Design muldiv_control, sky130hd; sources not shown.
Fig. 1: placement by cell class
(1.5 px per um)
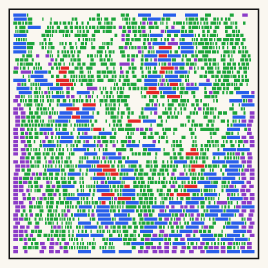
class	color	cells	share of their area
flip-flops	blue	173	24%
clock drivers and dummy loads	red	32	3.5%
other buffers and delay cells	purple	273	14%
all other logic	green	1700	58%
number of core rows: 59
flop share of the area: 0.236
final design area excluding fillers: 18400 sq um
fraction of the core area covered by cells at the end of the flow: 0.709
placeable core region: 25900 sq um

Fig. 2: nets reached from selected ports
(3 px per um)
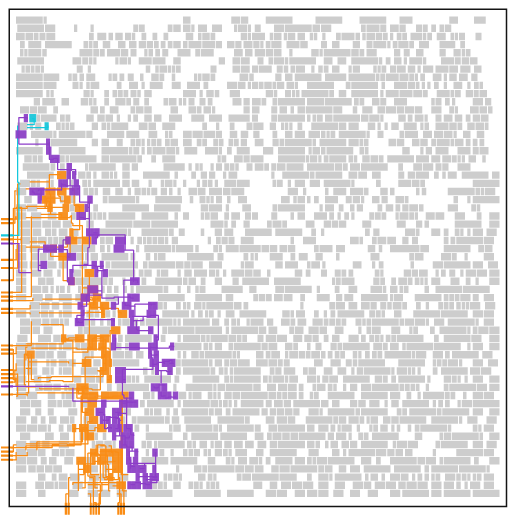
port	color	bits	direction	end cells	buffers	wire
`start`	cyan	1	input	2	1	52.1 um
`a`	orange	32	input	66	40	1430 um
`op`	purple	2	input	131	4	598 um
Buffers on Ports: 170
count of pins on the block boundary: 171

Fig. 3: clock distribution
(3 px per um)
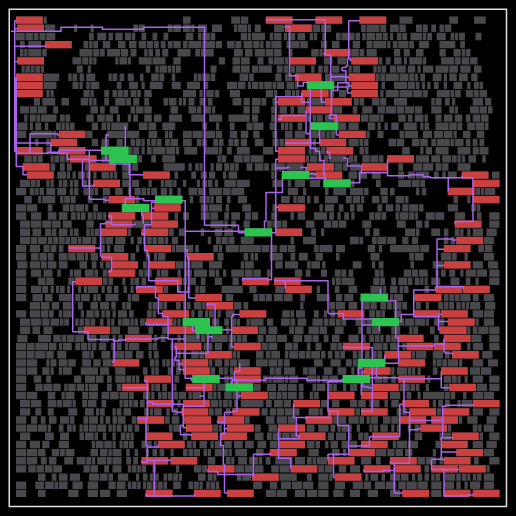
[cells driving clock nets] green | count: 17
[flip-flops] red | count: 173
[clock wires] purple | length: 2290 um
routed clock nets	18
Worst Skew: 24.0 ps
part of the total power dissipated in the clock network: 0.115
clock latency reported for the late side of the worst-skew pair: 450 ps
Clock group: 1.90 mW

==> results.py <==
# Physical implementation metrics
metrics = {
    "final_layout": {
        "comb_area_sq_um": 10200,
        "final_net_count": 2345,
        "final-seq-area_sq_um": 4330,
        "layoutNonFillerInstCount": 2514,
        "post_route_cells_drive_above_1_share": 0.0849,
        "synthToLayoutAreaGrowth_pct": 20.4,
        "num-fill-cells": 2165,
        "largest_reg_flops": 64,
    },
    "logic_synthesis": {
        "number_of_synthesized_flops_with_an_enable_pin": 0,
        "adder_cell_share_of_the_synthesized_area": 0.0633,
        "mappedNetlistArea_sq_um": 15300,
        "netlist_logic_family_top": "AND-OR/OR-AND gates",
        "synthesis.nets": 2174,
        "seq_area_frac_synth": 0.284,
        "yosysTopAreaCell": "sky130_fd_sc_hd__dfrtp_1",
        "asyncSetResetFlopFracSynth": 1.00,
        "syn_inst": 1994,
        "area_leaders": "sky130_fd_sc_hd__dfrtp_1 28%, sky130_fd_sc_hd__o21ai_0 6.4%, sky130_fd_sc_hd__a21oi_1 6.2%",
        "synth.yosys.num_cells": 1994,
        "yosys_area_sq_um": 15300,
        "post_synth_mux_area_share": 0.0305,
        "yosys.area_share.simple": 0.203,
        "largest_type_area_fraction": 0.284,
        "synth.avg_cell_area_sq_um": 7.65,
        "synth-compound-area-share": 0.279,
        "xor_share": 0.0918,
        "synthesis.yosys.warnings": 0,
        "flip_flop_cell_with_the_highest_count_after_synthesis": "sky130_fd_sc_hd__dfrtp_1",
        "synth-seq-cells": 173,
        "post_synth_num_cell_types": 84,
    },
    "global_route": {
        "globalRouteMet3Util": 0.131,
        "gr-max-usage-layer": "met2",
        "grt_start_max_net_pins": 95,
        "grt_use_met1": 0.566,
        "met2_usage": 0.611,
        "gr-usage-all-layers": 0.415,
        "gr-total-overflow": 0,
        "grt_pass1_wl_mm": 85.0,
        "grt_antenna_before_repair": 1,
        "vias_in_the_first_global_route": 14858,
    },
    "critical_path": {
        "timing.critical_path.max_delay_family": "AND-OR/OR-AND gates",
        "critPathSlowestCell": "sky130_fd_sc_hd__mux2i_1",
        "path_max_fanout": 9,
        "cp.buffers_inverters": 1,
        "timing.reg2reg.worst_path_depth": 12,
        "timing.critical_path.slowest_cell_delay_ps": 480,
        "path_cells": "ha_1 -> fa_1 -> nand2b_1 -> a21oi_1 -> o221a_2 -> and3_4 -> o211ai_2 -> a211o_1 -> nand3_2 -> buf_4 -> mux2i_1 -> o2111ai_1",
        "setup.worst_path.end_class": "register",
        "worst_ep_arrival_ps": 3860,
        "worst-path-stages": 12,
        "worstPathRequired_ps": 4010,
        "start_kind": "register",
        "critPathKind": "reg -> reg",
        "timing.reg2reg.setup_slack_ps": 150,
    },
    "die": {
        "floorplan.die_area_sq_um": 27300,
        "chip_height_um": 165,
        "initial_utilization": 0.589,
        "die_x_um": 165,
    },
    "route": {
        "via_count": 16404,
        "wl_met2_mm": 23.7,
        "drc_violations": 0,
        "met1_length_mm": 23.7,
        "detail_route.iter0.violations": 2114,
        "antenna_left": 0,
        "wl_per_cell_um": 22.5,
        "wire_length_after_detailed_routing_mm": 56.5,
        "routed_length_on_met3_mm": 6.69,
        "detail_route.vias_per_cell": 6.53,
        "top_layer_used": "met4",
        "dr.pass1.iters": 8,
    },
    "power": {
        "p_seq_mw": 3.62,
        "power.combinational.fraction": 0.666,
        "powerComb_mw": 11.0,
        "power.switching_mw": 9.55,
        "p_leak_nw": 8.06,
        "netSwitchingFraction": 0.578,
        "peakVddDrop_v": 0.00110,
        "power.share.sequential": 0.219,
        "intPower_mw": 6.98,
        "total_power_mw": 16.5,
        "power_per_standard_cell_area_nw_per_um2": 899,
        "largestPowerGroup": "combinational cells",
    },
    "sta": {
        "grt_setup_unrepaired": "no",
        "max_slew.worst_pin.slew_ps": 1000,
        "fin_tns_setup_ps": 0,
        "hold_ws_ps": 479,
        "report.final.setup_viol": 0,
        "layout_worst_path_cycle_share": 0.959,
        "drv_slew": 0,
        "max_slew_margin": 0.331,
        "period_minus_slack_ps": 3550,
        "maxClockFrequency_ghz": 0.282,
        "final-hold-violation-count": 0,
        "fin_ws_ps": 152,
    },
    "hold_path": {
        "hp-class": "in -> async",
    },
    "clock_network": {
        "h_tree_levels": 4,
        "postCtsSetupRepairBufs": 0,
        "clk_path_buf_depth": 2,
        "clk_root_buffer_cell": "sky130_fd_sc_hd__clkbuf_16",
        "cts-buffers-inserted": 17,
        "cts_tree": "built",
        "tritoncts_num_sinks": 173,
        "path_clk_slew_ps": 90,
    },
    "placement": {
        "detailed_place.area_sq_um": 17700,
        "dp_hpwl_mm": 44.6,
        "dp_slack_ps": -116,
        "routabilityCongestion": 1.03,
        "place.detailed.instances": 2480,
    },
    "run_status": {
        "result_of_the_run": "completed",
    },
    "job": {
        "max-cap-violations": 0,
        "log.warning_count": 29,
    },
}
## cell usage in the layout (no fill, tap or decap), drive strengths merged, types with 8 or more instances in the layout
| cell type | n |
|---|---|
| o31ai | 28 |
| a22oi | 44 |
| a31oi | 20 |
| o41ai | 13 |
| a21o | 48 |
| nor4 | 41 |
| nand4 | 13 |
| a211oi | 27 |
| clkbuf | 17 |
| o21a | 8 |
| nand3 | 28 |
| o211ai | 12 |
| clkinv | 11 |
| o21bai | 8 |
| nand2 | 239 |
| nor2 | 172 |
| and3 | 18 |
| and4 | 9 |
| a21oi | 190 |
| or2 | 8 |
| mux2i | 42 |
| buf | 114 |
| inv | 73 |
| and2 | 10 |
| nand2b | 19 |
| dfrtp | 173 |
| xnor2 | 85 |
| clkdlybuf4s50 | 159 |
| xor2 | 75 |
| or3 | 21 |
| ha | 74 |
| o21ai | 247 |
| or4 | 14 |
| nor3 | 30 |
| nor2b | 20 |
## cell type report
class	instances	area share
clock buffers	17	0.0231
flip-flops and latches	173	0.236
diodes	1	0.000136
inverters	69	0.0141
multi-input cells	1631	0.556
well taps	335	0.0228
clock inverters	15	0.0112
repair buffers	273	0.137
## timing repair
action / CTS / global route
setup endpoints to repair: 0 / 3
hold buffers: 0 / 0
gates resized: 0 / 4
## cell usage after synthesis (4+ instances only)
library cell	number
sky130_fd_sc_hd__a221oi_1	5
sky130_fd_sc_hd__xor2_1	75
sky130_fd_sc_hd__o21bai_1	8
sky130_fd_sc_hd__and3_1	17
sky130_fd_sc_hd__o41ai_1	12
sky130_fd_sc_hd__o211ai_1	11
sky130_fd_sc_hd__nor2b_1	20
sky130_fd_sc_hd__nand4_1	13
sky130_fd_sc_hd__or4_1	13
sky130_fd_sc_hd__inv_1	68
sky130_fd_sc_hd__o21a_1	8
sky130_fd_sc_hd__a21o_1	48
sky130_fd_sc_hd__nand2_1	239
sky130_fd_sc_hd__o21ai_1	51
sky130_fd_sc_hd__nor2_1	171
sky130_fd_sc_hd__or2_2	7
sky130_fd_sc_hd__o31ai_1	27
sky130_fd_sc_hd__o221ai_1	5
sky130_fd_sc_hd__buf_2	7
sky130_fd_sc_hd__a211o_1	5
sky130_fd_sc_hd__nor3_1	28
sky130_fd_sc_hd__mux2i_1	42
sky130_fd_sc_hd__buf_1	11
sky130_fd_sc_hd__a31oi_1	20
sky130_fd_sc_hd__nand3_1	27
sky130_fd_sc_hd__nand2b_1	19
sky130_fd_sc_hd__dfrtp_1	173
sky130_fd_sc_hd__ha_1	74
sky130_fd_sc_hd__nor4_1	37
sky130_fd_sc_hd__a211oi_1	27
sky130_fd_sc_hd__or3_1	19
sky130_fd_sc_hd__a22oi_1	44
sky130_fd_sc_hd__o21ai_0	196
sky130_fd_sc_hd__a311oi_1	5
sky130_fd_sc_hd__xnor2_1	85
sky130_fd_sc_hd__a21boi_0	4
sky130_fd_sc_hd__and2_1	10
sky130_fd_sc_hd__and4_1	9
sky130_fd_sc_hd__a21oi_1	190
sky130_fd_sc_hd__clkbuf_1	98
Power is estimated from default activity; no workload was simulated.
